Fig. 1: clock nets
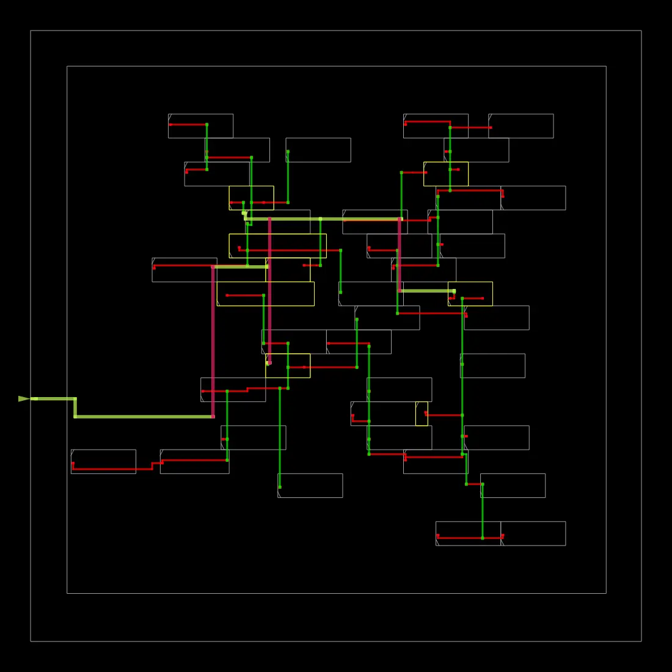
Fig. 2: floorplan with the power grid
(6 px per um) Pins as bars on the die edge.
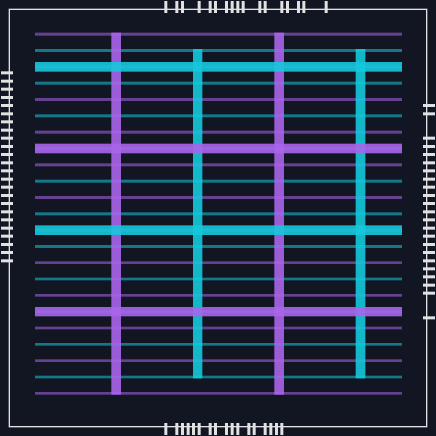
Design fetch_unit, sky130hd; sources not shown.
==> Changelog: implementation <==
## Implementation

* Unrepaired setup endpoints after global routing: yes
* Crit path DRT at approximately 1.4 ns
* Num CTS Buffers at 5
* R2R setup slack at around 0.34 ns
* Routed length per instance at ~12 um
* Post-layout util at between 60 and 70%
* Fillers at 295
* YS warnings at 0
* Clock Tree Buf Depth at 2
* Post-synthesis cell area at roughly 1400 um^2
* # IOs at 81
* Number of inserted diodes at 0
* Port-buffer cells at roughly 80
* Vias in the first global route at around 1.5k
* FP Rows at 22
* Average size of a mapped cell at around 8.7 um^2
* Final Net Count at between 200 and 300
* Status: complete, but fails checks
* Die area at between 4000 and 5000 um^2
* Number of enable flip-flop cells at 0
* Drt drc at 0
* Area share, top type at between 50% and 60%
* Synth top cell by count: nand2_1
* Largest register FFs at 16
* Clk_skew at around 0.0040 ns
* Yosys top cell by area: dfxtp_1
* Root Buffer: clkbuf_8
* FFs w/ async S/R, synth at 0%
* Worst-path clk slew at roughly 0.07 ns
* DRT Pass-1 Iters at 4
* Hold Crit Class: input port to register
* Crit Path Category: register to output port
* Synth cell count leaders: 50 x nand2_1, 35 x dfxtp_1, 26 x a21oi_1
* Initial Util at a little under two fifths
* Yosys stat chip area at ~1400 um^2
* Antenna violations before repair at 0
* Hold path cells at 4
* Hpwl dp at about 2800 um
* PwrDens at 791.6 nW/um^2
* Core area at between 3000 and 4000 um^2
* Most numerous logic cells after layout: 57 x clkdlybuf4s50_1, 50 x nand2_1, 34 x dfxtp_1
* Tool warning count at 29
* Crit share post-route at 102.6%
* Synth Instances at 160
* Most frequent logic cell in the layout: clkdlybuf4s50_1
* Crit end category: output port
* GPL Wtd Cong at between 0.7 and 0.8
* Routed vias/inst at ~4.6
* Placed instance count at approximately 300
* Fmax at around 570 MHz
* Largest net degree at the start of global routing at 25
* Arrival time worst endpoint at 1.40 ns
* Hold Vio Cnt, Final at 0
* Area growth syn-to-layout at 82.73%
* Worst-path maximum fanout at 6
* Post-Place Worst Slack at -0.7885 ns
* Reg2reg path depth at 4
* Max-slew violations at 0
* Final Setup Violations at 8
* Share of layout cells above drive strength 1 at 22.81%
* DR iter-0 viols at between 50 and 60
* Via count at ~1.4k
* Remaining antenna violation count after routing at 0
* Worst Max-Slew Pin Slew at a little over 0.6 ns
* Top cells by area: dfxtp_1 50%, nand2_1 13%, a21oi_1 9.4%
* Ys cells at 160
* CTS tree: yes
* Post-Route WL at around 3700 um
* Worst setup SP type: register
* Syn nets at ~200
* Final instance count without filler cells at slightly above 300
* Cell Type Count at 20
* First-pass GRT wire length at roughly 6300 um
* Power, Total at about 2.0 mW
* Grt total ovfl at 0
* Post-route minimum period at 1.745 ns
* GRT Total Usage at 16.21%
* Maxcap violations at 0
* Most used flip-flop cell: dfxtp_1
* Seq share, synth at between 50% and 60%
* LEAKAGE at a little over 1 nW
* Ys flops at 35
* Slew HR at 58.95%
* Max H-tree Level at 2
* Failing checks: negative setup slack
* Final WS setup at -0.04492 ns
About Fig. 1:
FFs & Latches: 35
clock latency on the worst-skew pair: 0.28 ns
clk sinks: 35

About Fig. 2:
colour	net
purple	VSS
cyan	VDD
met5 straps	4
rows	22
maximum vdd ir drop: 0.6312 mV
Vert. Die Dim: 69.32 um
Die Wd: 69.32 um

[metrics by stage]
step | TNS [ns] | hold WS (ns) | instance area, um^2
floorplan | -0.3495 | 0.4171 | 1405
detailed placement | -20.73 | 0.4428 | 2366
finish | -0.1595 | 0.4399 | 2542
global placement | -18.99 | 0.4406 | 2366
global route | -0.7341 | 0.4478 | 2542
CTS | -0.7269 | 0.4356 | 2531
[area by class of cell]
class                      instances  area [um^2]  area share (%)
clock buffer                       6        72.57           2.854
tap                               48        60.06           2.362
sequential                        35        701.9           27.61
clock inverter                     2        60.06           2.362
multi-input combinational        113        629.4           24.75
timing repair buffer             107         1018           40.06
[worst max-delay path, cell delays in order (launching register included)]
cell and delay [ns]:
dfxtp_2 0.34, nor4_4 0.34, buf_4 0.21, and2_4 0.14
buf_6 0.10
[per-layer routing]
metal  vias up  part of all wire, %  GRT usage [%]
met5         -                    0              -
met4         0                  1.1          5.206
met3         6                  7.1          3.768
met2        54                   49          27.86
met1       634                   42          18.57
li1        729                    -              -
[cell families (layout without fill, tap and decap cells)]
family | count (synthesis) | count (layout) | share of synthesized area (%)
AND-OR/OR-AND | 34 | 34 | 15.02
buffers and inverters | 12 | 115 | 6.385
AND/OR/NAND/NOR | 79 | 79 | 28.24
flip-flops | 35 | 35 | 50.36
[report_power, final]
part | internal, mW | switching (mW)
registers | 0.840 | 0.0114
clock network | 0.586 | 0.285
logic | 0.175 | 0.114
[repair_timing]
item,in CTS,in global routing
buffers inserted,2,0
gates cloned,1,0
endpoints found under the setup margin,20,18
pin swaps,10,1
resized,88,9
hold buffers,0,0
Power and IR drop assume default switching activity.
